## config.mk

```make
export PLATFORM = sky130hd
export DESIGN_NAME = lcd_spi_tx
export DESIGN_NICKNAME = d
export VERILOG_FILES = /design/src/rtl/lcd_spi_tx.sv
export SDC_FILE = /design/constraint.sdc
export NUM_CORES = 1
export LEC_CHECK = 0
export ABC_AREA = 0
export CAP_MARGIN = 20
export CORE_MARGIN = 3
export CORE_UTILIZATION = 45
export DETAILED_ROUTE_END_ITERATION = 7
export GPL_ROUTABILITY_DRIVEN = 0
export SYNTH_ARGS = -nofsm -noshare
export SYNTH_HDL_FRONTEND = slang
export SYNTH_SLANG_ARGS = --single-unit
```

## constraint.sdc

```tcl
create_clock -name clk_i -period 2.9 [get_ports clk_i]
set_clock_uncertainty 0.15 [all_clocks]
set_input_delay 0.58 -clock clk_i [delete_from_list [all_inputs] [get_ports clk_i]]
set_output_delay 0.58 -clock clk_i [all_outputs]
set_load 0.05 [all_outputs]
```

## src/rtl/lcd_spi_tx.sv

```systemverilog
// FIFO-buffered SPI transmit master for ST7789-class display panels.
// Frames of {dc, data} are queued and shifted out MSB-first with a programmable SCL rate.

module lcd_spi_tx #(
    parameter int DATA_W   = 8,
    parameter int DEPTH    = 4,
    parameter int HALF_DIV = 2,
    parameter int CPOL     = 1
) (
    input  logic                   clk_i,
    input  logic                   rst_i,
    input  logic                   in_valid_i,
    output logic                   in_ready_o,
    input  logic                   in_dc_i,
    input  logic [DATA_W-1:0]      in_data_i,
    output logic [$clog2(DEPTH):0] level_o,
    output logic                   busy_o,
    output logic                   frame_done_o,
    output logic                   spi_sda_o,
    output logic                   spi_scl_o,
    output logic                   spi_dc_o,
    output logic                   spi_cs_n_o
);

    localparam int AW = $clog2(DEPTH);
    localparam int CW = $clog2(HALF_DIV) + 1;
    localparam int BW = $clog2(DATA_W) + 1;
    localparam logic [AW:0]   FULL_LVL = (AW+1)'(DEPTH);
    localparam logic [CW-1:0] DIV_LAST = CW'(HALF_DIV - 1);
    localparam logic [BW-1:0] BIT_LAST = BW'(DATA_W - 1);
    localparam logic          IDLE_SCL = 1'(CPOL);

    typedef enum logic [1:0] {
        S_IDLE,
        S_LOAD,
        S_SETUP,
        S_ACTIVE
    } state_t;

    logic [DATA_W:0]   mem [DEPTH];
    logic [AW-1:0]     wr_ptr;
    logic [AW-1:0]     rd_ptr;
    logic [AW:0]       count;
    logic [AW:0]       count_n;
    logic              full;
    logic              push;
    logic              load;

    state_t            state, state_n;
    logic [CW-1:0]     div_cnt, div_n;
    logic [BW-1:0]     bit_cnt, bit_n;
    logic [DATA_W-1:0] shreg, shreg_n;
    logic              sda, sda_n;
    logic              scl, scl_n;
    logic              dc, dc_n;
    logic              cs_n, cs_n_n;
    logic              done, done_n;
    logic              busy, busy_n;

    assign full = (count == FULL_LVL);
    assign push = in_valid_i && !full;

    always_ff @(posedge clk_i) begin
        if (push) begin
            mem[wr_ptr] <= {in_dc_i, in_data_i};
        end
    end

    // Pointers wrap naturally because DEPTH is a power of two.
    always_ff @(posedge clk_i or posedge rst_i) begin
        if (rst_i) begin
            wr_ptr <= '0;
            rd_ptr <= '0;
            count  <= '0;
        end else begin
            if (push) begin
                wr_ptr <= wr_ptr + 1'b1;
            end
            if (load) begin
                rd_ptr <= rd_ptr + 1'b1;
            end
            count <= count_n;
        end
    end

    always_comb begin
        count_n = count;
        if (push && !load) begin
            count_n = count + 1'b1;
        end else if (load && !push) begin
            count_n = count - 1'b1;
        end
    end

    always_ff @(posedge clk_i or posedge rst_i) begin
        if (rst_i) begin
            state   <= S_IDLE;
            div_cnt <= '0;
            bit_cnt <= '0;
            shreg   <= '0;
            sda     <= 1'b0;
            scl     <= IDLE_SCL;
            dc      <= 1'b0;
            cs_n    <= 1'b1;
            done    <= 1'b0;
            busy    <= 1'b0;
        end else begin
            state   <= state_n;
            div_cnt <= div_n;
            bit_cnt <= bit_n;
            shreg   <= shreg_n;
            sda     <= sda_n;
            scl     <= scl_n;
            dc      <= dc_n;
            cs_n    <= cs_n_n;
            done    <= done_n;
            busy    <= busy_n;
        end
    end

    // Every pin is registered; a load is taken on the edge entering LOAD so the
    // head frame's MSB and DC are already on the pins during the LOAD cycle.
    always_comb begin
        state_n = state;
        div_n   = div_cnt;
        bit_n   = bit_cnt;
        shreg_n = shreg;
        sda_n   = sda;
        scl_n   = scl;
        dc_n    = dc;
        cs_n_n  = cs_n;
        done_n  = 1'b0;
        load    = 1'b0;

        case (state)
            S_IDLE: begin
                if (count != '0) begin
                    state_n = S_LOAD;
                    load    = 1'b1;
                end
            end
            S_LOAD: begin
                state_n = S_SETUP;
                div_n   = DIV_LAST;
            end
            S_SETUP: begin
                if (div_cnt == '0) begin
                    state_n = S_ACTIVE;
                    scl_n   = !IDLE_SCL;
                    div_n   = DIV_LAST;
                end else begin
                    div_n = div_cnt - 1'b1;
                end
            end
            S_ACTIVE: begin
                if (div_cnt == '0) begin
                    scl_n = IDLE_SCL;
                    if (bit_cnt != '0) begin
                        shreg_n = shreg << 1;
                        sda_n   = shreg_n[DATA_W-1];
                        bit_n   = bit_cnt - 1'b1;
                        state_n = S_SETUP;
                        div_n   = DIV_LAST;
                    end else begin
                        done_n = 1'b1;
                        if (count != '0) begin
                            state_n = S_LOAD;
                            load    = 1'b1;
                        end else begin
                            state_n = S_IDLE;
                            cs_n_n  = 1'b1;
                        end
                    end
                end else begin
                    div_n = div_cnt - 1'b1;
                end
            end
            default: begin
                state_n = S_IDLE;
                cs_n_n  = 1'b1;
                scl_n   = IDLE_SCL;
            end
        endcase

        if (load) begin
            shreg_n = mem[rd_ptr][DATA_W-1:0];
            dc_n    = mem[rd_ptr][DATA_W];
            sda_n   = mem[rd_ptr][DATA_W-1];
            cs_n_n  = 1'b0;
            bit_n   = BIT_LAST;
            div_n   = DIV_LAST;
        end

        busy_n = (state_n != S_IDLE) || (count_n != '0);
    end

    assign in_ready_o   = !full;
    assign level_o      = count;
    assign busy_o       = busy;
    assign frame_done_o = done;
    assign spi_sda_o    = sda;
    assign spi_scl_o    = scl;
    assign spi_dc_o     = dc;
    assign spi_cs_n_o   = cs_n;

endmodule

```

**Run 1: register map, names as in the netlist**

Scale: 6 px per µm.
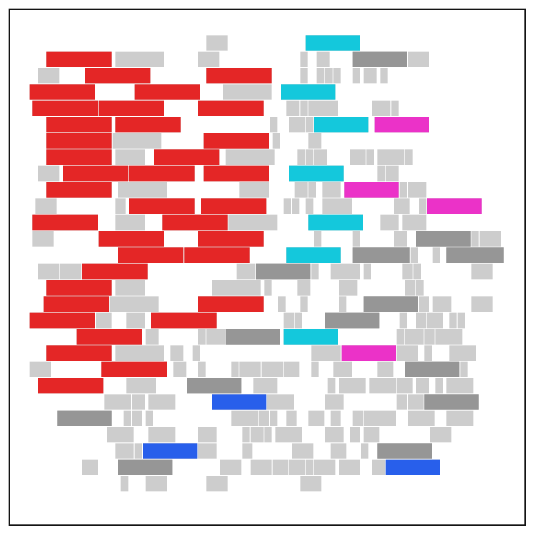
level_o: in blue, sequential cells 3. shreg: in cyan, sequential cells 7. mem: in red, sequential cells 36. bit_cnt: in magenta, sequential cells 4.
Another 14 sequential cells are not colored.
share of the core filled with cells: 0.553
Power Sequential: 1.43 mW

**Run 1: PDN straps and rails**

Scale: 4 px per µm. Pins as bars on the die edge. Tap cells in gray.
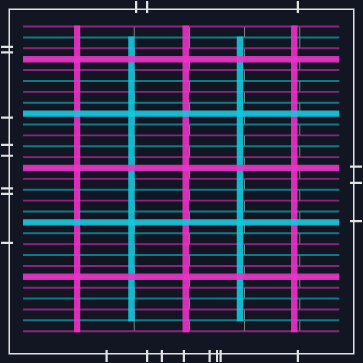
VDD: in cyan. VSS: in magenta.
The core has 28 rows. 29 met1 rails follow the rows. 75 tap cells. 5 straps on met5. 5 straps on met4.
Chip Width: 85.7 µm
CORE AREA: 6030 µm²
Die Span Y: 85.7 µm
peak supply drop: 0.464 mV

**Run 1: clock routing**

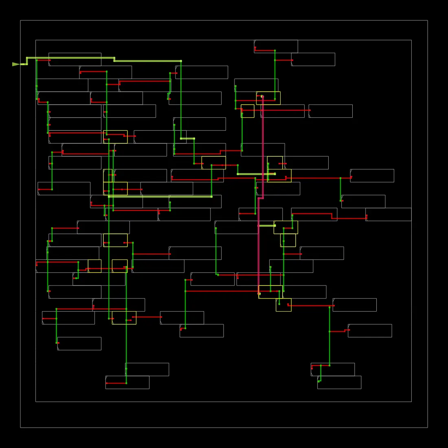
Clk power: 0.688 mW
sequential cell count: 64
cts bufs inserted: 9
clock insertion delay at the later pin of the skew report: 0.33 ns
CTS sink count: 64

==> run notes, run 1 <==
Physical implementation.

- The mapped netlist covers between 2000 and 3000 µm².
- The DRC violation total left in the routed layout is recorded as 0.
- The power per cell area is between 1000 and 1500 nW/µm².
- The fraction of cell area in sequential cells is reported as 0.536.
- The fraction of cell area in non-clock buffers is 0.0699.
- The post-route cell area is around 3300 µm².
- The number of well taps is around 75.
- After synthesis, the netlist uses about 45 different library cells.
- The synthesized netlist has a Yosys-reported chip area of 2860 µm².
- Cell internal power was estimated by the tool at ~2.2 mW.
- The flip-flop and latch area is 1780 µm².
- In the final routed layout, each cell accounts on average for approximately 15 µm.
- The initial detailed-routing violation count is between 90 and 100.
- The clock buffer instance count of the final layout is 9.
- The largest net degree at the start of global routing is 29.
- The synthesis stats list as the most numerous cell edfxtp_1.
- The multi-input combinational cell count is approximately 130.
- The post-layout net count is approximately 270.
- For this run, the script counts the antenna cells in the layout as 0.
- The sort of element at the start of the critical path is a flip-flop.
- The total negative slack for setup checks is 0 ns.
- A synthesized cell averages 13.4 µm².
- In the final report, the number of hold violations comes to 0.
- The multi-input gate area in the final layout is 998 µm².
- The leakage power figure is ~1.3 nW.
- The tally of buffers added on design ports is 21.
- The number of warnings the tools reported is 35.
- The net switching power of the design is approximately 1.3 mW.
- The run finished with clean final reports.
==> run 1: cells by family after synthesis <==
| group | Yosys count | synth area share |
|---|---|---|
| AOI/OAI and AO/OA | 30 | 0.0735 |
| and+or+nand+nor | 68 | 0.112 |
| DFF | 64 | 0.624 |
| adders and majority gates | 15 | 0.0643 |
| buffers and inverters | 18 | 0.0275 |
| xor gates and xnor gates | 8 | 0.0245 |
| muxes | 10 | 0.0743 |
==> run 1: path summary, 6_finish.rpt <==
| kind | endpoint | slack [ns] | cells past startpoint |
|---|---|---|---|
| setup / recovery | in_ready_o | 0.16 | 4 |
| setup reg to reg | busy_o | 0.75 | 7 |
| min in group asynchronous | wr_ptr[1] | 0.47 | 3 |
| hold / removal | spi_scl_o | 0.32 | 2 |
| max in group asynchronous | spi_cs_n_o | 1.81 | 3 |
| hold reg to reg | spi_scl_o | 0.32 | 2 |
==> run 1: registers in the layout (all words and copies together), names as in the netlist <==
register      flops
spi_sda_o         1
bit_cnt           4
mem              36
busy_o            1
shreg             7
level_o           3
wr_ptr            2
spi_scl_o         1
state             2
div_cnt           2
spi_dc_o          1
spi_cs_n_o        1
frame_done_o      1
rd_ptr            2
==> run 1: power groups by stage <==
stage / Sequential (mW) / Clock [mW] / Combinational [mW]
after floorplan: 1.52 / 0 / 0.977
after global placement: 1.46 / 0 / 1.37
after detailed placement: 1.46 / 0 / 1.37
after CTS: 1.44 / 0.707 / 1.38
after global routing: 1.47 / 0.752 / 1.51
final: 1.43 / 0.688 / 1.36
==> run 1: routing by layer <==
metal  track usage  vias to the layer above
li1              -                      825
met1         0.211                      789
met2         0.208                       28
met3        0.0298                        4
met4        0.0604                        0
met5             0                        -
==> run 2: changes to the inputs <==
- GPL_ROUTABILITY_DRIVEN: 0 -> unset
**Run 2: signal wires by layer**

Scale: 6 px per µm.
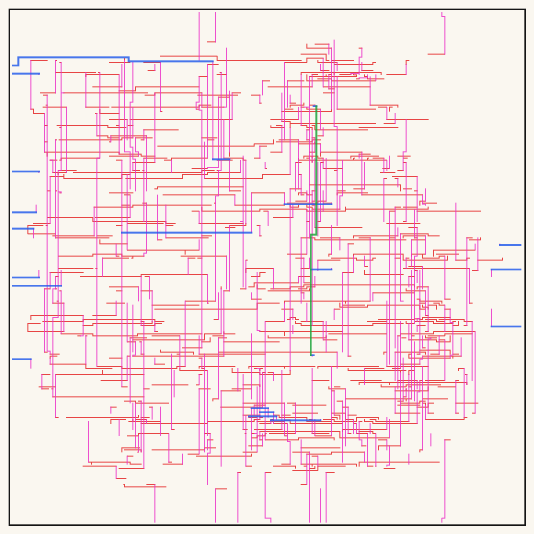
M1: in red, wire length 2350 µm. M2: in magenta, wire length 2190 µm. M4: in green, wire length 42.4 µm. M3: in blue, wire length 134 µm.

==> run 2 against run 1 <==
Final cell count did not move; die size did not move; combinational power barely moved; count of clock-buffer cells in the layout did not move; routed wire length did not move; flip-flop count did not move; critical path depth did not move; sequential power barely moved; via count did not move.
==> run notes, run 2 <==
Physical implementation.

- The number of library cell types mapped by synthesis is between 40 and 50.
- The initial detailed-routing violation count is 97.
- The global routing stage identified its most utilized layer as met1.
- The register bank with the most flops is mem.
- The total number of clock tree sinks is around 64.
- The number of buffers inserted during clock tree synthesis is 9.
- The Yosys chip area is about 2900 µm².
- The largest registers in the layout are mem x36, shreg x7, bit_cnt x4.
- The routed length per placed instance is around 15 µm.
- The register with the most flip-flops in the layout has 36 of them.
- The flow ran to the end, and the final reports show no timing, DRC or antenna violations.
- Of the total synthesized cell area, the portion taken by AND, OR, NAND and NOR gates is 0.112.
- STA lists the endpoint of the worst register-to-register path as busy_o.
- The cell area that synthesis handed to floorplanning was 2860 µm².
- In this run the static leakage power is approximately 1.3 nW.
- The hold violation count in the final report is 0.
- The cell count of the worst reg-to-reg path is 7.
- For this run, design rule violations remaining after detail routing come to 0.
- The core outline area is ~6000 µm².
- The chip width is around 86 µm.
- The highest supply drop recorded on VDD is between 0.4 and 0.5 mV.
- The global routing report lists met1 layer usage as 0.211.
- The fraction of met2 tracks used by global routing is 0.208.
- The clock reaches the later pin of the worst-skew pair after around 0.33 ns.
**Run 2: clock routing**

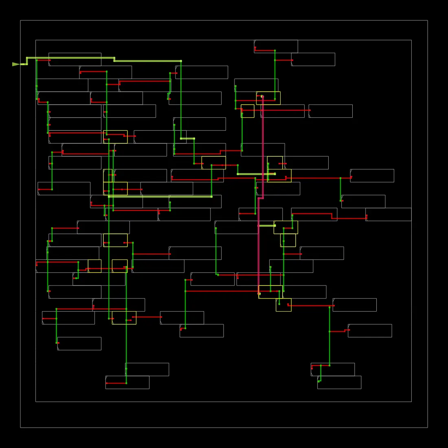
number of clock buffers in the layout: 9

[run 2: metrics by stage]
stage	cell area, µm²	util	hold slack [ns]	total power [mW]	setup slack, ns
finish	3330	0.553	0.321	3.48	0.157
global route	3330	0.553	0.333	3.73	0.0556
CTS	3330	0.553	0.324	3.52	0.135
detailed placement	3150	0.523	0.312	2.82	0.482
global placement	3150	0.523	0.300	2.82	0.483
floorplan	2860	-	0.352	2.50	0.464
[run 2: final cells by class]
| class | instances | area (µm²) | area share |
|---|---|---|---|
| clock buffers | 9 | 124 | 0.0372 |
| clock inverters | 7 | 55.1 | 0.0165 |
| inverters | 11 | 41.3 | 0.0124 |
| multi-input cells | 131 | 998 | 0.300 |
| flip-flops and latches | 64 | 1780 | 0.536 |
| well taps | 75 | 93.8 | 0.0282 |
| repair buffers | 24 | 233 | 0.0699 |
[run 2: worst max path at each step]
| stage | cells past startpoint | slack (ns) | from | endpoint |
|---|---|---|---|---|
| after global routing | 4 | 0.06 | level_o[0] | in_ready_o |
| after detailed placement | 4 | 0.48 | in_valid_i | mem[0][6] |
| after global placement | 4 | 0.48 | in_valid_i | mem[3][6] |
| after CTS | 4 | 0.14 | level_o[0] | in_ready_o |
| final | 4 | 0.16 | level_o[0] | in_ready_o |
| after floorplan | 5 | 0.46 | level_o[0] | mem[0][0] |
[run 2: power by group]
part | internal [mW] | total, mW | switching [mW]
Clock | 0.318 | 0.688 | 0.370
Combinational | 0.595 | 1.36 | 0.765
Sequential | 1.24 | 1.43 | 0.195
Total | 2.15 | 3.48 | 1.33
[run 2: worst max-delay path: stages, from the launching register on]
cell and delay, ns:
dfrtp_1 0.46, inv_1 0.11, ha_1 0.25, nand2_1 0.06, clkdlybuf4s50_1 0.79
**Run 2: placement density heat map**

Scale: 4 px per µm. 9 x 9 tiles, from white (low) to dark blue (high), 0 to 100% covered.
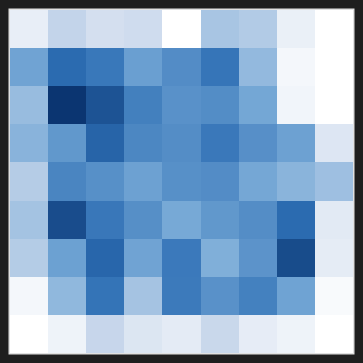

==> run 3: changes to the inputs <==
- PLACE_DENSITY: unset -> 0.67
**Run 3: placement density heat map**

Scale: 4 px per µm. 9 x 9 tiles, from white (low) to dark blue (high), 0 to 100% covered.
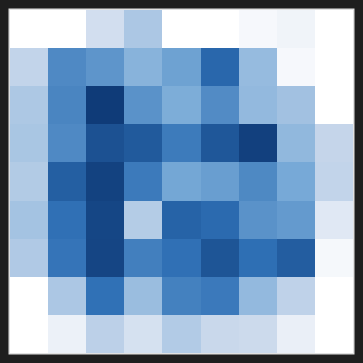
The emptiest ninth of the die: upper right. 14% of the tiles are nearly empty. The mean over all tiles is 44%. 17% of the tiles are over 75% full. The fullest tile reaches 96%.
share of the core filled with cells: 0.556
core utilization at floorplan: 0.475

==> run 3 against run 2 <==
Final cell count unchanged; fmax about the same; count of clock-buffer cells in the layout unchanged.
==> run notes, run 3 <==
Physical implementation.

- The script extracted a net switching power of 1.32 mW.
- The share of power burned in the clock network is 0.217.
- The switching portion of total power comes to 0.370.
- The worst supply voltage drop on vdd is around 0.48 mV.
- The post-layout net count is around 270.
- The overall die area is around 7400 µm².
- The routed length per placed instance is between 10 and 15 µm.
- Per the skew report, the later register of the worst-skew pair sees a clock latency of between 0.3 and 0.4 ns.
- The smallest setup slack after layout is ~0.15 ns.
- Per the detail_route report, DRC violations left total 0.
- Hold analysis shows the worst path with a depth of 2.
- Per the placement log, port buffering inserted 21 buffers.
- The synthesized netlist occupies a cell area of 2860 µm².
- The flow ran to the end, and the final reports show no timing, DRC or antenna violations.
- The power per cell area is 1060 nW/µm².
- The core outline area is 6030 µm².
- The total number of clock tree sinks is roughly 64.
- The internal power of the cells totals roughly 2.2 mW.
- The worst-case reg-to-reg setup slack stands at about 0.75 ns.
- The flip-flop count of the largest register, all copies and words added is 36.
- The cell count of the worst reg-to-reg path is 7.
- The per-instance average area after synthesis is approximately 13 µm².
- The largest net degree at the start of global routing is 29.
- The initial detailed-routing violation count is 146.
- The power share of the sequential group is 0.404.
- The overall power of the completed layout is roughly 3.6 mW.
- The final report gives the standard cell area, fillers excluded, as roughly 3400 µm².
- The endpoint of the worst hold path is reported as spi_scl_o.
- The placed instances occupy a cell area of 3150 µm².
- Counting every net in the synthesized netlist gives about 240.
- For the sequential group, total power comes out at approximately 1.4 mW.
- The number of library cell types mapped by synthesis is around 45.
- The final hold violation count recorded for this run is 0.
- According to the floorplan report, the die width is ~86 µm.
- For this run, the chip area from Yosys synthesis comes to about 2900 µm².
- The power in combinational cells is 1.35 mW.
- The endpoint of the most critical register-to-register path is busy_o.
- Setup repair after global routing left no endpoint under its margin.
**Run 3: signal wires on met4**

Scale: 6 px per µm. Supply wires on this layer in gray. Cells faint in the background.
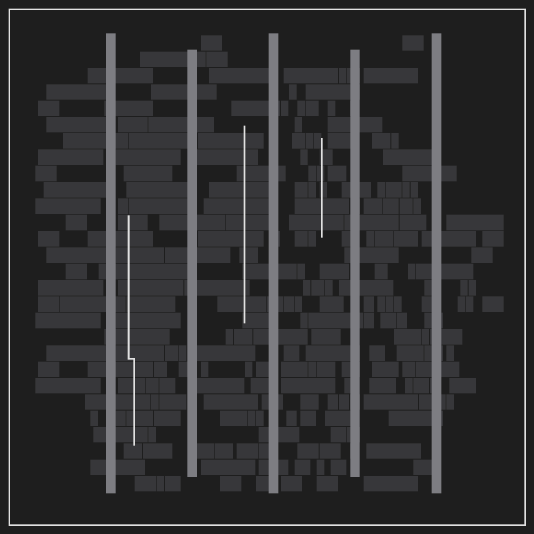
The wires run mostly vertical. The layer carries 88.0 µm of wire. The layer holds 1.9% of the routed length.
wire length reported by the detailed router: 4560 µm
Via Count: 1630

[run 3: cells by family after synthesis]
logic type | Yosys count | synth area share
XOR/XNOR | 8 | 0.0245
AND/OR/NAND/NOR | 68 | 0.112
multiplexers | 10 | 0.0743
AND-OR/OR-AND | 30 | 0.0735
flip-flops | 64 | 0.624
buffers and inverters | 18 | 0.0275
adder cells (fa/ha/maj) | 15 | 0.0643
[run 3: worst max-delay path, stage by stage (launching register included)]
cell,delay (ns)
dfrtp_1,0.46
inv_1,0.11
ha_1,0.25
nand2_1,0.06
clkdlybuf4s50_1,0.80
[run 3: metal layers]
layer  vias up  wire, µm  global-route usage
met2        18      2070               0.208
met5         -         0                   0
met1       784      2300               0.196
met4         0        87              0.0777
li1        819         -                   -
met3         9       110              0.0355
[run 3: how the worst max path moves through the flow]
stage / start / end / slack, ns / cells after the start
after global placement: in_valid_i / mem[0][6] / 0.51 / 4
final: level_o[0] / in_ready_o / 0.15 / 4
after floorplan: level_o[0] / mem[0][0] / 0.46 / 5
after detailed placement: in_valid_i / mem[2][6] / 0.49 / 4
after CTS: level_o[0] / in_ready_o / 0.13 / 4
after global routing: level_o[0] / in_ready_o / 0.05 / 4
[run 3: layout make-up]
type / instances / area [µm²] / area share
Sequential cell: 64 / 1780 / 0.532
Inverter: 11 / 41.3 / 0.0123
Clock inverter: 7 / 78.8 / 0.0235
Timing Repair Buffer: 24 / 233 / 0.0694
Clock buffer: 9 / 124 / 0.0369
Tap cell: 75 / 93.8 / 0.0280
Multi-Input combinational cell: 131 / 998 / 0.298
Power is estimated from default activity; no workload was simulated.
